==> config.mk <==
export PLATFORM = sky130hd
export DESIGN_NAME = ef_smsdac_mse_gen
export DESIGN_NICKNAME = d
export VERILOG_FILES = /design/src/rtl/ef_smsdac_pkg.sv /design/src/rtl/ef_smsdac_mse_stg.sv /design/src/rtl/ef_smsdac_mse_gen.sv
export SDC_FILE = /design/constraint.sdc
export NUM_CORES = 1
export LEC_CHECK = 0
export CORE_MARGIN = 2
export CORE_UTILIZATION = 30
export CTS_BUF_LIST = sky130_fd_sc_hd__clkbuf_16
export DETAILED_ROUTE_END_ITERATION = 6
export PLACE_DENSITY_LB_ADDON = 0.2
export REMOVE_ABC_BUFFERS = 1
export SLEW_MARGIN = 20
export SYNTH_ARGS = -nofsm -noshare
export SYNTH_HDL_FRONTEND = slang
export SYNTH_SLANG_ARGS = --single-unit
==> constraint.sdc <==
create_clock -name clk -period 6.4 [get_ports clk]
set_input_delay 1.28 -clock clk [delete_from_list [all_inputs] [get_ports clk]]
set_output_delay 1.28 -clock clk [all_outputs]
set_load 0.02 [all_outputs]
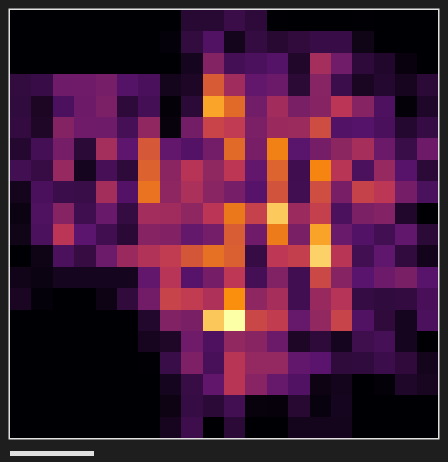
(images/metal_density.png)
Scale bar: 20 µm. The die is cut into 20 by 20 equal tiles; black is low, pale yellow is high, scaled to the fullest tile. Values are wire area over tile area, all layers added.
densest ninth of the die: center
emptiest ninth of the die: south-west
fullest tile: 0.46
mean over tiles: 0.097
nearly empty tiles: 25%
tiles over half the peak: 9.8%
All-Layer GR Usage: 13.7%
wirelength, routed: 6.52 mm
routed length per instance: 14.4 µm
Vias: 2189

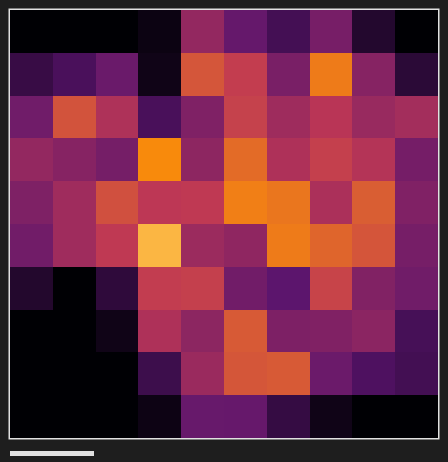
(images/cell_density.png)
Scale bar: 20 µm. The die is cut into 10 by 10 equal tiles; black is low, pale yellow is high, 0 to 100% covered.
tiles over 75% full: 1.0%
nearly empty tiles: 15%
emptiest ninth of the die: south-west
densest ninth of the die: center
fullest tile: 84%
core outline area: 9280 µm²
final core occ: 38.5%

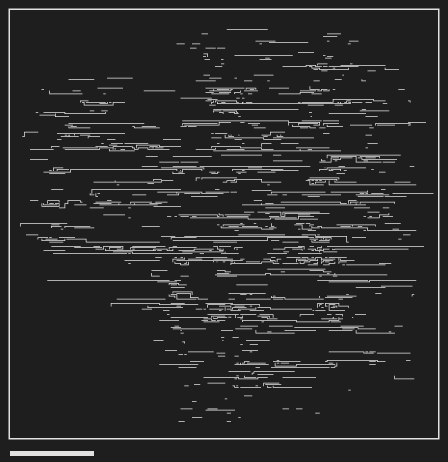
(images/layer_met1.png)
Scale bar: 20 µm.
nets with wire on the layer: 315
longest straight run: 31.7 µm
wire length on this layer: 3090 µm
main direction: horizontal
share of all routed wire: 47%
met1 Track Usage GR: 18.8%

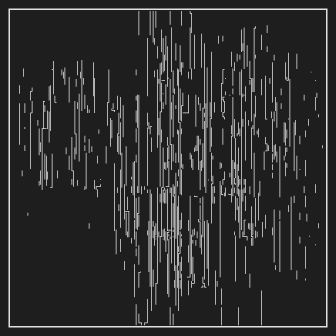
(images/layer_met2.png)
longest straight run: 51.7 µm
main direction: vertical
share of all routed wire: 48%
met2 global-route usage: 22.7%

==> reports/summary.txt <==
number of DRC markers after the initial detailed-route iteration: 98
outcome: complete, no violations
dominant cell type by count on the critical path: sky130_fd_sc_hd__a21oi_1
cell count after synthesis: 287
clock network share of area: 5.29%
die boundary height: 102 µm
sequential cell fraction of total power: 38.5%
Detail Route Antenna Nets: 0
total buffers and inverters traversed by the critical path: 2
Chip Width: 102 µm
Period minus WS final: 4700 ps
cell type contributing the most total cell area after synthesis: sky130_fd_sc_hd__dfrtp_1
M1 wire length: 3.09 mm
worst endpoint data arrival time: 4860 ps
largest driver fanout on the critical path: 9
adder share: 14.0%
most frequent logic cell in the layout: sky130_fd_sc_hd__dfrtp_1
area share of the largest cell type after synthesis: 32.9%
remaining global-route overflow: 0
clock latency on the worst-skew pair: 290 ps
clock tree root buffer cell: sky130_fd_sc_hd__clkbuf_16
HPWL after detailed placement: 4.74 mm
setup violators final: 0
count of non-CTS inverters in the layout: 19
number of fill cells in the layout: 948
number of diodes: 0
Post-synth top cells: sky130_fd_sc_hd__dfrtp_1, sky130_fd_sc_hd__nand2_1, sky130_fd_sc_hd__nor2_1
leakage component of the power: 1.51 nW
min-delay worst type: flop to flop
flip-flop count of the largest register after layout: 16
proportion of power drawn by the clock network: 37.4%
post-synthesis cell type with the largest instance count: sky130_fd_sc_hd__dfrtp_1
buffering overhead: 10.8%
Max Cap Violations: 0
worst reg-to-reg setup slack: 3470 ps
length of routed met2 wiring: 3.10 mm
highest-utilization routing layer at the global route stage: met2
YS chip area: 2890 µm²
combinational cell area excluding buffers and inverters: 1600 µm²
Crit-path slowest cell: sky130_fd_sc_hd__fa_1
Async SR Flop Fraction: 100%
top sig layer: met4
number of non-clock buffers: 40
xor/xnor cell area share of the yosys netlist: 0.910%
register share after synthesis: 40.2%
number of input and output port buffers inserted: 36
# resized after CTS: 0
Internal Pwr Total: 0.640 mW
Layout Cell Area excl Fill: 3570 µm²
most frequent cells in the layout: sky130_fd_sc_hd__dfrtp_1, sky130_fd_sc_hd__clkdlybuf4s50_1, sky130_fd_sc_hd__nand2_1
Max VDD drop: 0.138 mV
sequential share of cell area: 32.5%
layout clock buffer count: 5
number of logged tool warnings: 41
Crit Path Category: input port to flop
net switching power figure: 0.253 mW
Seq cells: 46
largest family of logic cells by area: simple AND/OR/NAND/NOR gates
final number of hold-violating endpoints: 0
Floorplan Utilization: 31.1%
cells in synth_stat.txt: 287
launching element type of the critical path: input port
final number of max-transition violations: 0
Ys Warns: 0
maximum number of pins on one net before global-route repair: 47
number of H-tree levels: 2
drt pass-1 iters: 4
post-synthesis instance area: 2890 µm²
inserted tap cell count: 129
DRC errors left: 0
total power divided by cell area: 250 nW/µm²
area of the chip: 10400 µm²
TritonCTS Buffers: 5
largest stage delay on the critical path: 500 ps
unrepaired setup endpoints after global routing: false
initial antenna violation count: 0
number of gates on the worst path with buffers counted: 11
instance count along the most critical hold path: 2
routed length on met3: 259 µm
clock sink total: 46
post-synthesis simple-gate area fraction: 18.4%
top-level port count: 37
number of enable-type register cells in the synthesized netlist: 0
dominant cells by area after synthesis: sky130_fd_sc_hd__dfrtp_1, sky130_fd_sc_hd__fa_1, sky130_fd_sc_hd__dfstp_2
aggregate negative setup slack: 0 ps
share of the clock period used by the worst path: 73.5%
Avg Vias per Cell: 4.83
relative contribution of combinational cells to total power: 24.2%
clock-pin slew of the registers on the worst-case setup and hold paths: 60 ps
cts hold-fix bufs: 0
count of different cell masters after synthesis: 50
most used flip-flop cell after synthesis: sky130_fd_sc_hd__dfrtp_1
GPL Wtd Cong: 0.805
buffer depth of the longest clock path: 2
proportion of layout cells with a drive suffix above 1: 10.8%
via count of the first global-routing pass: 2195
cell class with the largest area share: multi-input combinational cells
clock tree from TritonCTS: done
synthesized flop and latch total: 46
FP Rows: 35
length in cells of the worst reg-to-reg path: 8
required time of the worst setup path: 6560 ps
worst-case clock skew: 3.45 ps
area delta synth->final: 23.7%
cell family with the largest share of critical-path delay: simple AND/OR/NAND/NOR gates
complex-gate fraction of the synthesized area: 16.0%
Worst Tran Pin Value: 651 ps
cell-by-cell listing of the critical path: clkdlybuf4s50_1 > inv_1 > ha_1 > nor2b_1 > nand4_1 > a21oi_4 > a21oi_1 > nor3_1 > fa_1 > o311ai_0 > a21oi_1
headroom to the max-slew limit: 56.5%
multi-input combinational area share: 44.9%
Avg Synthesized Cell Area: 10.1 µm²
Seq. cell area: 1160 µm²
Setup Buffers After CTS: 0
met3 Track Usage GR: 2.33%
Layout Nets: 368
[power by group through the flow]
stage / Combinational (mW) / Clock, mW / Sequential [mW]
floorplan: 0.116 / 0 / 0.361
global placement: 0.216 / 0 / 0.349
detailed placement: 0.218 / 0 / 0.349
CTS: 0.219 / 0.344 / 0.344
global route: 0.242 / 0.354 / 0.348
finish: 0.216 / 0.334 / 0.344
[stage by stage]
stage	hold slack, ps	power (mW)	util [%]	std cells	setup WS [ps]
6_report	484	0.893	38.5	453	1700
5_1_grt	516	0.944	38.5	453	1380
4_1_cts	492	0.907	38.5	453	1650
3_5_place_dp	478	0.567	36.4	445	1340
3_3_place_gp	467	0.564	36.4	445	1410
2_1_floorplan	459	0.477	-	276	2450
No activity file was given, so power comes from the tool's default toggle rates.
